==> run_1/m1.png <==
Supply wires on this layer in gray.
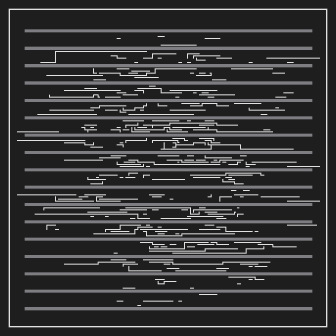
==> run_1/m2.png <==
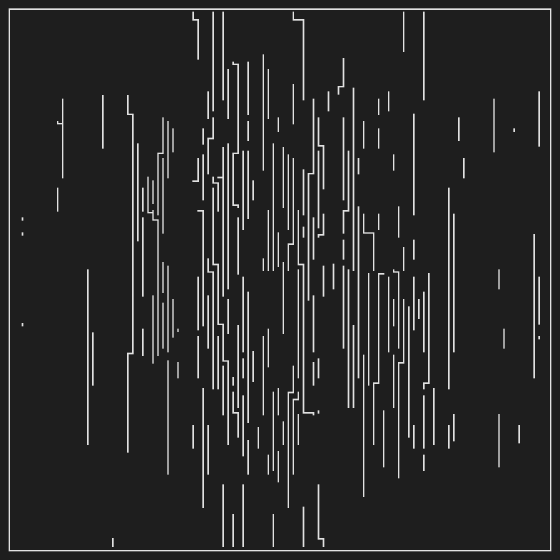
==> run_1/m3.png <==
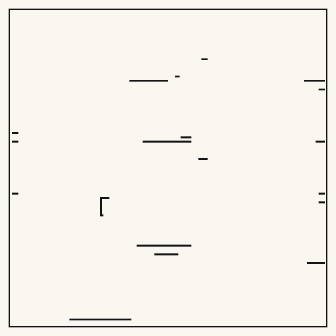
File: config.mk
export PLATFORM = sky130hd
export DESIGN_NAME = maxterm_extractor
export DESIGN_NICKNAME = d
export VERILOG_FILES = /design/src/rtl/maxterm_extractor_pkg.sv /design/src/rtl/maxterm_extractor_settle_timer.sv /design/src/rtl/maxterm_extractor.sv
export SDC_FILE = /design/constraint.sdc
export NUM_CORES = 1
export LEC_CHECK = 0
export CAP_MARGIN = 25
export CORE_MARGIN = 2
export CORE_UTILIZATION = 53
export DETAILED_ROUTE_END_ITERATION = 10
export PLACE_DENSITY = 0.93
export SLEW_MARGIN = 5
export SYNTH_ARGS = -nofsm -noshare
export SYNTH_HDL_FRONTEND = slang
export SYNTH_SLANG_ARGS = --single-unit
export TNS_END_PERCENT = 50
File: constraint.sdc
create_clock -name clk -period 2.12 [get_ports clk]
set_input_delay 0.53 -clock clk [delete_from_list [all_inputs] [get_ports clk]]
set_output_delay 0.53 -clock clk [all_outputs]
set_load 0.01 [all_outputs]
File: src/rtl/maxterm_extractor_pkg.sv
// Shared definitions for the maxterm extractor: FSM encoding and width helpers.
package maxterm_extractor_pkg;

  typedef enum logic [1:0] {StIdle, StDrive, StSample, StDone} state_e;

  function automatic int unsigned num_rows(input int unsigned n_vars);
    return 32'd1 << n_vars;
  endfunction

  // One extra bit so an all-zero function (every row a maxterm) does not wrap.
  function automatic int unsigned count_width(input int unsigned n_vars);
    return n_vars + 32'd1;
  endfunction

endpackage

File: src/rtl/maxterm_extractor_settle_timer.sv
// Down-counter holding the probe for Settle cycles before the sample edge.
module settle_timer #(
  parameter int unsigned Settle = 1
) (
  input  logic clk_i,
  input  logic reset_i,
  input  logic load_i,
  output logic expired_o
);

  localparam int unsigned CntW = (Settle > 1) ? $clog2(Settle) : 1;

  logic [CntW-1:0] cnt_q, cnt_d;

  always_comb begin
    cnt_d = cnt_q;
    if (load_i) begin
      cnt_d = CntW'(Settle - 1);
    end else if (cnt_q != '0) begin
      cnt_d = cnt_q - CntW'(1);
    end
  end

  always_ff @(posedge clk_i or posedge reset_i) begin
    if (reset_i) begin
      cnt_q <= '0;
    end else begin
      cnt_q <= cnt_d;
    end
  end

  assign expired_o = (cnt_q == '0);

endmodule

File: src/rtl/maxterm_extractor.sv
// Sweeps all 2^N_VARS input rows of a function under test and records its maxterms.
module maxterm_extractor
  import maxterm_extractor_pkg::*;
#(
  parameter int unsigned N_VARS = 3,
  parameter int unsigned SETTLE = 1
) (
  input  logic                               clk,
  input  logic                               reset,
  input  logic                               start,
  input  logic                               f_in,
  output logic [N_VARS-1:0]                  probe,
  output logic                               busy,
  output logic                               done,
  output logic                               valid,
  output logic [num_rows(N_VARS)-1:0]        maxterm_mask,
  output logic [count_width(N_VARS)-1:0]     maxterm_count
);

  localparam int unsigned NumRows = num_rows(N_VARS);
  localparam int unsigned CntW    = count_width(N_VARS);

  state_e              state_q, state_d;
  logic [N_VARS-1:0]   idx_q, idx_d;
  logic [N_VARS-1:0]   probe_q, probe_d;
  logic [NumRows-1:0]  mask_q, mask_d;
  logic [CntW-1:0]     count_q, count_d;
  logic                busy_q, busy_d;
  logic                done_q, done_d;
  logic                valid_q, valid_d;

  logic is_last;
  logic miss;
  logic timer_load;
  logic timer_expired;

  assign is_last = &idx_q;
  assign miss    = ~f_in;

  // Reload on every entry into StDrive.
  assign timer_load = ((state_q == StIdle) && start) || ((state_q == StSample) && !is_last);

  settle_timer #(
    .Settle (SETTLE)
  ) u_settle_timer (
    .clk_i     (clk),
    .reset_i   (reset),
    .load_i    (timer_load),
    .expired_o (timer_expired)
  );

  always_ff @(posedge clk or posedge reset) begin
    if (reset) begin
      state_q <= StIdle;
    end else begin
      state_q <= state_d;
    end
  end

  always_comb begin
    state_d = state_q;
    unique case (state_q)
      StIdle:   if (start) state_d = StDrive;
      StDrive:  if (timer_expired) state_d = StSample;
      StSample: state_d = is_last ? StDone : StDrive;
      StDone:   state_d = StIdle;
      default:  state_d = StIdle;
    endcase
  end

  always_comb begin
    idx_d   = idx_q;
    probe_d = probe_q;
    mask_d  = mask_q;
    count_d = count_q;
    busy_d  = busy_q;
    done_d  = 1'b0;
    valid_d = valid_q;
    unique case (state_q)
      StIdle: begin
        if (start) begin
          idx_d   = '0;
          probe_d = '0;
          mask_d  = '0;
          count_d = '0;
          valid_d = 1'b0;
          busy_d  = 1'b1;
        end
      end
      StSample: begin
        mask_d[idx_q] = miss;
        count_d       = count_q + {{(CntW-1){1'b0}}, miss};
        if (is_last) begin
          probe_d = '0;
          busy_d  = 1'b0;
          done_d  = 1'b1;
          valid_d = 1'b1;
        end else begin
          idx_d   = idx_q + 1'b1;
          probe_d = idx_q + 1'b1;
        end
      end
      default: ;
    endcase
  end

  always_ff @(posedge clk or posedge reset) begin
    if (reset) begin
      idx_q   <= '0;
      probe_q <= '0;
      mask_q  <= '0;
      count_q <= '0;
      busy_q  <= 1'b0;
      done_q  <= 1'b0;
      valid_q <= 1'b0;
    end else begin
      idx_q   <= idx_d;
      probe_q <= probe_d;
      mask_q  <= mask_d;
      count_q <= count_d;
      busy_q  <= busy_d;
      done_q  <= done_d;
      valid_q <= valid_d;
    end
  end

  assign probe         = probe_q;
  assign busy          = busy_q;
  assign done          = done_q;
  assign valid         = valid_q;
  assign maxterm_mask  = mask_q;
  assign maxterm_count = count_q;

endmodule

==> git commit body, run 1 <==
Update PnR metrics after Yosys + OpenROAD run

- Detailed routing placed a total of 998 um of wire on met2.
- Summing the areas of all fa, ha and maj instances in the mapped netlist gives ~5.7% of the synthesized area.
- Reg clk slew, reported paths: around 0.12 ns
* Final weighted congestion in routability-driven placement: between 0.8 and 0.9
- Power dissipated by switching net loads: between 0.5 and 0.6 mW
- The worst-case IR drop observed on VDD is around 600 uV.
- Die y size: roughly 50 um
- For this run, the script counts the antenna cells in the layout as 0.
- The endpoint of the worst hold path is reported as busy.
* Power share of the clock group: 12.8%
- Post-placement cell count: around 140
- Endpoint required time on the critical path: approximately 1.6 ns
* Type of element launching the critical path: flop
- Entering global routing, the biggest net connects 24 pins.
* Outcome: completed
- The report puts the hold buffer count at CTS at 0.
- Number of buffers added on ports: 21
* Flop pwr share: a little under half
- Count of boundary I/O pins: 22
- Final setup TNS: 0 ns
- Total of fill cells in the finished design: approximately 160
* Remaining routing DRC violations: 0
* Cell taking the most area after synthesis: dfrtp_1
- In the final layout, the share of cells above drive strength 1 is under 10%.
- Hold-check failures listed in the final report amount to 0.
- Clock Path Buffers: 2
* Mux area share: ~9%
* Area fraction in xor and xnor cells: 0%
- Ordered cell list for the critical path: clkdlybuf4s50_1
* # clock sinks: 23
* Place WS: 0.01731 ns
* Largest family of logic cells by area: simple AND/OR/NAND/NOR gates
- Number of max-cap violations: 0
* Final slew viol count: 0
- Post-synthesis sequential area ratio: 52.39%
* Root buffer cell: clkbuf_4
* Distinct cells, synth: 24
- The most critical min-delay path falls under reg2reg.
- The post-route report lists met1 wire length as around 860 um.
- The script reports the combined buffer and inverter count of the critical path as 1.
- The timing report attributes the biggest portion of critical-path delay to buffers and inverters.
- Clock latency on the worst-skew pair, taken at its later pin, is around 0.31 ns.
## Picture notes: m1.png
wire length on this layer: 860 um
longest straight run: 16.1 um
nets with wire on the layer: 113
main direction: horizontal
share of all routed wire: 43%
Vias: 794
grt met1 use: 22.63%
detailed-route wire length: 1.992 mm

## Picture notes: m2.png
longest straight run: 21.9 um
main direction: vertical
share of all routed wire: 50%
nets with wire on the layer: 113
wire length on this layer: 999 um
met2 Resource Use GR: 30.00%

## Picture notes: m3.png
main direction: horizontal
nets with wire on the layer: 16
wire length on this layer: 52.6 um
longest straight run: 9.40 um
met3 usage: 2.121%

-- run 1: layer usage --
metal / up-vias / track usage [%]
met4: 0 / 16.67
met5: - / 0
met1: 387 / 22.63
met3: 6 / 2.121
met2: 23 / 30.00
li1: 378 / -
-- run 1: power by group through the flow --
stage	combinational [mW]	sequential (mW)	clock, mW
2_1_floorplan	0.462	0.682	0
3_3_place_gp	0.607	0.719	0
3_5_place_dp	0.634	0.728	0
5_1_grt	0.693	0.743	0.228
6_report	0.630	0.720	0.198
4_1_cts	0.637	0.719	0.203
-- run 1: Yosys cell counts (all sizes together) --
cell type / instances
a21bo: 1
a22o: 8
buf: 7
clkbuf: 1
dfrtp: 23
ha: 5
inv: 5
mux2: 1
mux2i: 9
nand2: 17
nand2b: 2
nand3: 4
nand3b: 2
nand4: 1
nand4b: 2
nor2: 2
nor2b: 1
nor3b: 1
o21ai: 3
o21bai: 1
o311ai: 1
o31ai: 1
or3b: 1
-- run 1: how the worst max path moves through the flow --
stage | start | to | slack [ns] | depth (start not counted)
2_1_floorplan | f_in | maxterm_count[2] | 0.51 | 7
3_3_place_gp | f_in | maxterm_count[2] | 0.08 | 7
3_5_place_dp | f_in | maxterm_count[2] | 0.02 | 7
4_1_cts | maxterm_count[2] | maxterm_count[2] | 0.29 | 1
5_1_grt | maxterm_count[2] | maxterm_count[2] | 0.24 | 1
6_report | maxterm_count[1] | maxterm_count[1] | 0.30 | 1
-- run 1: state kept, by name, indices dropped and copies added (netlist names) --
name           cells
maxterm_count      4
probe              3
idx_q              3
busy               1
maxterm_mask       8
valid              1
done               1
state_q            2
-- run 1: area by class of cell --
cell class                      count  share of cell area (%)
Clock buffer                        4                   1.972
Sequential cell                    23                   43.19
Timing Repair Buffer               23                   16.90
Tap cell                           27                   2.535
Inverter                            5                   1.408
Multi-Input combinational cell     63                   33.99
==> run 2: changes to the inputs <==
HOLD_SLACK_MARGIN = 0.06   (was unset)
==> run_2/route_heat.png <==
Bar = 10 um. 10 x 10 tiles, from dark purple (low) to yellow (high), scaled to the fullest tile. Values are wire area over tile area, all layers added.
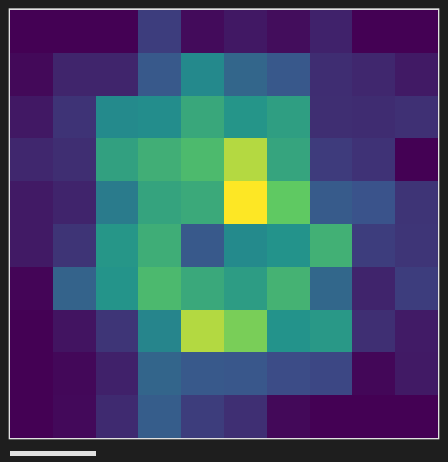
tiles over half the peak: 25%
nearly empty tiles: 14%
mean over tiles: 0.13
fullest tile: 0.47
densest ninth of the die: middle
overall routing resource usage: 18.92%
WL/cell: 13.74 um

==> git commit body, run 2 <==
Update PnR metrics after Yosys + OpenROAD run

* Outcome: completed (unchanged)
- Ordered cell list for the critical path: clkdlybuf4s50_1 (unchanged)
- Power of the combinational group: 0.630 mW (about the same)
- The share of async-settable or async-resettable flops after synthesis was 100.0% (unchanged).
- The number of maximum-capacitance violations was 0 (unchanged).
- The overall routed net length was 1.992 mm (unchanged).
* Final weighted congestion in routability-driven placement: 0.8518 (unchanged)
- The share of synthesized area occupied by flip-flops and latches came to 52.39% (unchanged).
* Area fraction in xor and xnor cells: 0% (unchanged)
- Count of library flops with an enable pin: 0 (unchanged)
- The largest power group is registers (unchanged).
- Number of flip-flops under the largest register name: 8 (unchanged)
- The residual DRC count was 0 (unchanged).
- Kind of cell with the highest combined delay on the critical path: buffers and inverters (unchanged)
* Antenna cells: 0 (unchanged)
- # clock sinks: 23 (unchanged)
- Cell taking the most area after synthesis: dfrtp_1 (unchanged)
- Number of buffers added on ports: 21 (unchanged)
- The total placed cells including tap cells was 141 (unchanged).
- The insertion delay at the late pin of the worst-skew pair came to 0.31 ns (about the same).
- The required time reported for the critical path endpoint came to 1.59 ns (about the same).
* Mux area share: 9.226% (unchanged)
- The die extent in y was 49.53 um (unchanged).
- Distinct cells, synth: 24 (unchanged)
* Reg clk slew, reported paths: 0.12 ns (about the same)
- Count of boundary I/O pins: 22 (unchanged)
- The power spent charging and discharging nets was 0.5732 mW (unchanged).
- The total negative slack is 0 ns (unchanged).
* Top cell types by occurrence after synthesis: dfrtp_1 (23), nand2_1 (17), mux2i_1 (9) (unchanged)
- Sum of buffers and inverters on the critical path: 1 (unchanged)
- The final-report max-slew violation count is 0 (unchanged).
- Adder Share, Synth: 5.695% (unchanged)
* Max rail drop VDD: 605.8 uV (unchanged)
* Wire length of the first global-routing pass: 3.381 mm (unchanged)
- Largest net degree at the start of global routing: 24 (unchanged)
- The number of buffers on the longest clock path was 2 (unchanged).
- Root buffer cell: clkbuf_4 (unchanged)
- The fraction of layout instances using a drive strength above 1 was 5.932% (unchanged).
* Synth top cell by count: dfrtp_1 (unchanged)
- Most instantiated flip-flop cell in the synthesis netlist: dfrtp_1 (unchanged)
* P_clk: 0.198 mW (about the same)
==> run_2/clock_nets.png <==
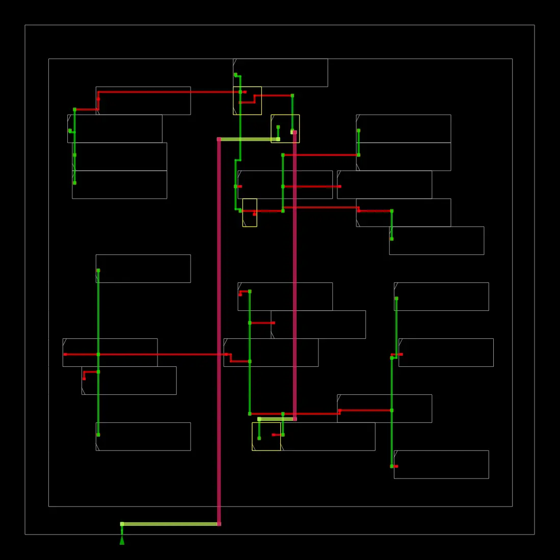
flip-flops: 23
number of CTS-inserted buffers: 3

## run 2: cell counts in the layout (fill, tap and decap cells not counted)
Identical to the previous run, type by type.
## run 2: final cells by class
| type | count | area (um^2) |
|---|---|---|
| Fill cell | 162 | 629.4 |
| Clock buffer | 4 | 26.28 |
| Inverter | 5 | 18.77 |
| Timing Repair Buffer | 23 | 225.2 |
| Tap cell | 27 | 33.78 |
| Multi-Input combinational cell | 63 | 452.9 |
| Sequential cell | 23 | 575.6 |
## run 2: layer usage
| metal | GRT usage [%] | share of wire (%) | wire length [um] | up-vias |
|---|---|---|---|---|
| met5 | 0 | 0 | 0 | - |
| met3 | 2.121 | 2.6 | 52 | 6 |
| met2 | 30.00 | 50 | 998 | 23 |
| met1 | 22.63 | 43 | 859 | 387 |
| met4 | 16.67 | 4.0 | 80 | 0 |
| li1 | - | - | - | 378 |
## run 2: worst paths after layout
path | from | endpoint
setup / recovery | maxterm_count[1] | maxterm_count[1]
min in group asynchronous | reset | probe[1]
max in group asynchronous | reset | maxterm_mask[2]
setup reg to reg | idx_q[0] | idx_q[0]
hold / removal | busy | busy
hold reg to reg | busy | busy
## run 2: metrics by stage
step                      setup WS, ns  total power [mW]  area [um^2]
after floorplan                 0.5089             1.144         1099
after global placement         0.08083             1.326         1306
after detailed placement       0.01731             1.362         1306
after CTS                       0.2876             1.559         1333
after global routing            0.2403             1.665         1333
final                           0.2983             1.548         1333
## run 2: cell families after synthesis
logic type,count (synthesis)
AOI/OAI and AO/OA,15
adders and majority gates,5
buffers and inverters,13
and+or+nand+nor,33
DFF,23
muxes,10
Power is estimated from default activity; no workload was simulated.
